==> src/rtl/fetch_stage.sv <==
// Instruction-fetch stage: PC, imem address, IF/ID register and halt control.
// Feeds decode with the latched instruction and its op/funct fields.
module fetch_stage #(
  parameter int              XLEN      = 32,
  parameter logic [XLEN-1:0] RESET_PC  = '0,
  parameter logic [31:0]     NOP_INSTR = 32'h00000013
) (
  input  logic            clk,
  input  logic            reset,
  output logic [XLEN-1:0] imem_addr,
  input  logic [31:0]     imem_rdata,
  input  logic            stall_d,
  input  logic            flush_d,
  input  logic            brtaken,
  input  logic [XLEN-1:0] brtarget,
  input  logic            pause,
  output logic [XLEN-1:0] pc_f,
  output logic [31:0]     instr_d,
  output logic [XLEN-1:0] pc_d,
  output logic [XLEN-1:0] pcplus4_d,
  output logic            valid_d,
  output logic [6:0]      op_d,
  output logic [2:0]      funct3_d,
  output logic [6:0]      funct7_d,
  output logic            halted,
  output logic [31:0]     fetch_count
);

  typedef enum logic {RUN, HALTED} state_t;

  typedef struct packed {
    logic [31:0]     instr;
    logic [XLEN-1:0] pc;
    logic [XLEN-1:0] pcplus4;
    logic            valid;
  } if_id_t;

  localparam logic [XLEN-1:0] FOUR = XLEN'(4);

  state_t          state_q, state_n;
  logic [XLEN-1:0] pc_q, pc_n;
  if_id_t          ifid_q, ifid_n;
  logic [31:0]     cnt_q, cnt_n;
  logic [XLEN-1:0] pcplus4_f;

  assign pcplus4_f = pc_q + FOUR;

  always_ff @(posedge clk or posedge reset) begin
    if (reset) begin
      state_q <= RUN;
      pc_q    <= RESET_PC;
      ifid_q  <= '{instr: NOP_INSTR, pc: '0,
                   pcplus4: '0, valid: 1'b0};
      cnt_q   <= '0;
    end else begin
      state_q <= state_n;
      pc_q    <= pc_n;
      ifid_q  <= ifid_n;
      cnt_q   <= cnt_n;
    end
  end

  // Bubbles keep pc_d/pcplus4_d so decode still sees the last real PC.
  always_comb begin
    state_n = state_q;
    pc_n    = pc_q;
    ifid_n  = ifid_q;
    cnt_n   = cnt_q;
    if (state_q == RUN) begin
      priority case (1'b1)
        stall_d: ;
        (pause && ifid_q.valid): begin
          state_n      = HALTED;
          ifid_n.instr = NOP_INSTR;
          ifid_n.valid = 1'b0;
        end
        brtaken: begin
          pc_n         = {brtarget[XLEN-1:2], 2'b00};
          ifid_n.instr = NOP_INSTR;
          ifid_n.valid = 1'b0;
        end
        flush_d: begin
          pc_n         = pcplus4_f;
          ifid_n.instr = NOP_INSTR;
          ifid_n.valid = 1'b0;
        end
        default: begin
          pc_n           = pcplus4_f;
          ifid_n.instr   = imem_rdata;
          ifid_n.pc      = pc_q;
          ifid_n.pcplus4 = pcplus4_f;
          ifid_n.valid   = 1'b1;
          cnt_n          = cnt_q + 32'd1;
        end
      endcase
    end
  end

  assign imem_addr   = pc_q;
  assign pc_f        = pc_q;
  assign instr_d     = ifid_q.instr;
  assign pc_d        = ifid_q.pc;
  assign pcplus4_d   = ifid_q.pcplus4;
  assign valid_d     = ifid_q.valid;
  assign op_d        = ifid_q.instr[6:0];
  assign funct3_d    = ifid_q.instr[14:12];
  assign funct7_d    = ifid_q.instr[31:25];
  assign halted      = (state_q == HALTED);
  assign fetch_count = cnt_q;

endmodule

==> config.mk <==
export PLATFORM = sky130hd
export DESIGN_NAME = fetch_stage
export DESIGN_NICKNAME = d
export VERILOG_FILES = /design/src/rtl/fetch_stage.sv
export SDC_FILE = /design/constraint.sdc
export NUM_CORES = 1
export LEC_CHECK = 0
export ABC_CLOCK_PERIOD_IN_PS = 6200
export CORE_MARGIN = 2
export CORE_UTILIZATION = 46
export CTS_BUF_LIST = sky130_fd_sc_hd__clkbuf_2
export DETAILED_ROUTE_END_ITERATION = 6
export PLACE_DENSITY = 0.79
export SETUP_SLACK_MARGIN = 0.05
export SLEW_MARGIN = 0
export SYNTH_ARGS = -nofsm -noshare
export SYNTH_HDL_FRONTEND = slang
export SYNTH_SLANG_ARGS = --single-unit
==> constraint.sdc <==
create_clock -name clk -period 6.2 [get_ports clk]
set_input_delay 1.24 -clock clk [delete_from_list [all_inputs] [get_ports clk]]
set_output_delay 1.24 -clock clk [all_outputs]
set_load 0.03 [all_outputs]
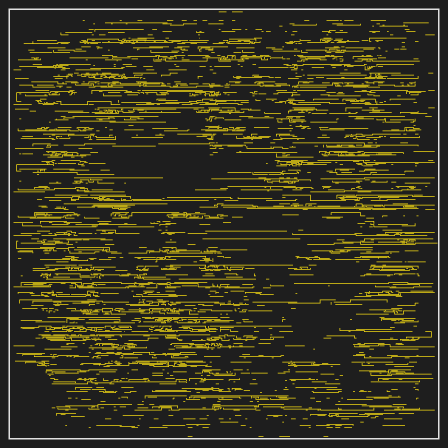
Figure 1: M1 wires.
wire length on this layer: 9160 µm
longest straight run: 53.4 µm
main direction: horizontal
met1 Use GR: 32.09%
total routed wirelength: 21.54 mm

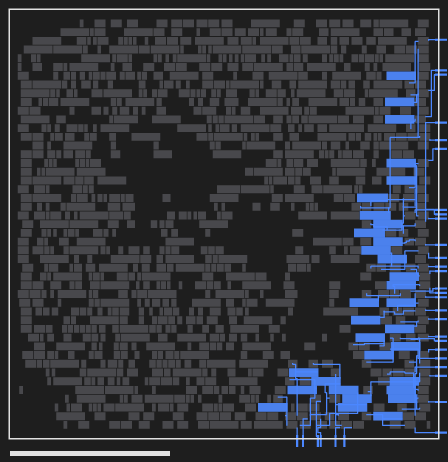
Figure 2: nets reached from selected ports.
The bar under the picture is 50 µm long.
legend:
  `instr_d`:
    colour: blue
    bits: 32
    direction: output
    edge: 26 east, 6 south
    end_cells: 32
    buffers: 32
    wire: 790 µm
I/O Buffers: 270
I/O pin cnt: 281

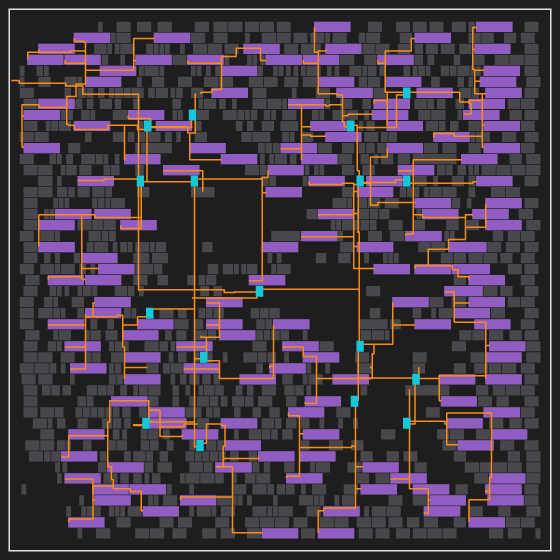
Figure 3: clock wires, drivers and flops.
legend:
  flip-flops:
    colour: purple
    count: 156
  clock wires:
    colour: orange
    length: 1910 µm
  clock drivers:
    colour: cyan
    count: 17
flops lie: all over the die
worst clock skew: 0.04209 ns
clock-net power: 0.609 mW
worst skew pair latency: 0.73 ns

==> summary.txt <==
Summary of the current implementation state.

- The antenna cell count is 0, for reference.
- The buffers inserted during post-CTS setup optimization is 0, for reference.
- Endpoints failing hold in the final report were tallied at 0.
- The number of vias per cell after detailed routing is 5.494, for reference.
- The root buffer selected by CTS is clkbuf_2, for reference.
- The flow ran to the end, and the final reports show no timing, DRC or antenna violations.
- Along the critical path, the tally of buffer and inverter instances is 1.
- Looking at hold timing, the worst path starts from fetch_count[31]$_DFFE_PP0P_.
- The via count of the first global-routing pass is 6226, for reference.
- The pin count of the biggest net entering global routing is 64, for reference.
- The report lists the cells along the critical path as clkdlybuf4s50_1.
- The number of pins with negative max-slew slack in the final report is 0, for reference.
- The worst hold path stage count is 1, for reference.
- The worst hold margin is ~0.5 ns, for reference.
- The die extent in x is 133.4 µm, for reference.
- The start-to-end type of the worst setup path is reg -> out, for reference.
- After detailed routing, no signal wire sits above met4.
- Buffers inserted to repair hold after CTS numbered 0.
- The STA report counts the stages on the worst setup path as 1.
- The OpenROAD warning count is 28, for reference.
- The yosys stat cell total is 815, for reference.
- Post-synthesis, Yosys gives the total cell area as approximately 0.0077 mm².
- For this run, asynchronously set or reset flops after synthesis account for 100.0%.
- The clock-pin transition on the worst setup and hold timing paths is 0.26 ns, for reference.
- The post-route minimum period is 3.411 ns, for reference.
- The fraction of cell area in multi-input combinational cells is reported as 30.01%.
- The cell type that accounts for the most area after synthesis is dfrtp_1.
- The area of all placed cells without fillers is 0.01040 mm², for reference.
- The wire length per cell after detailed routing is ~17 µm, for reference.
- The number of clock sinks came to 156.
- Once the floorplan was initialized, standard cells occupied 46.76% of the core.
- Leaving out fill and tap cells, the most frequent cell in the layout is clkdlybuf4s50_1.
- The setup total negative slack is 0 ns, for reference.
- The endpoint identified for the worst register-to-register timing path is pcplus4_d[28]$_DFFE_PP0P_.
- The number of well taps is 220, for reference.
- Setup slack on the worst reg-to-reg path comes out at 3.45 ns.
- Excluding fillers, the count of instances in the completed layout stands at 1236.
- For this design the static power due to leakage is 4.390 nW.
- For reference, the critical path is captured by pc_f[15].
- Data arrives at the worst endpoint at 2.17 ns.
## logic make-up after synthesis
logic type | count (synthesis) | share of synthesized area (%)
buffers and inverters | 130 | 9.247
DFF | 156 | 50.76
adders and majority gates | 2 | 0.3250
muxes | 1 | 0.1300
and+or+nand+nor | 326 | 20.92
AOI/OAI and AO/OA | 156 | 13.68
other | 1 | 0.04871
xor gates and xnor gates | 43 | 4.892
## power by group
group | internal, mW | total [mW] | leakage [nW] | switching [mW]
Clock | 0.201 | 0.609 | 0.152 | 0.408
Combinational | 1.12 | 2.72 | 2.33 | 1.60
Sequential | 1.37 | 1.76 | 1.91 | 0.390
No activity file was given, so power comes from the tool's default toggle rates.
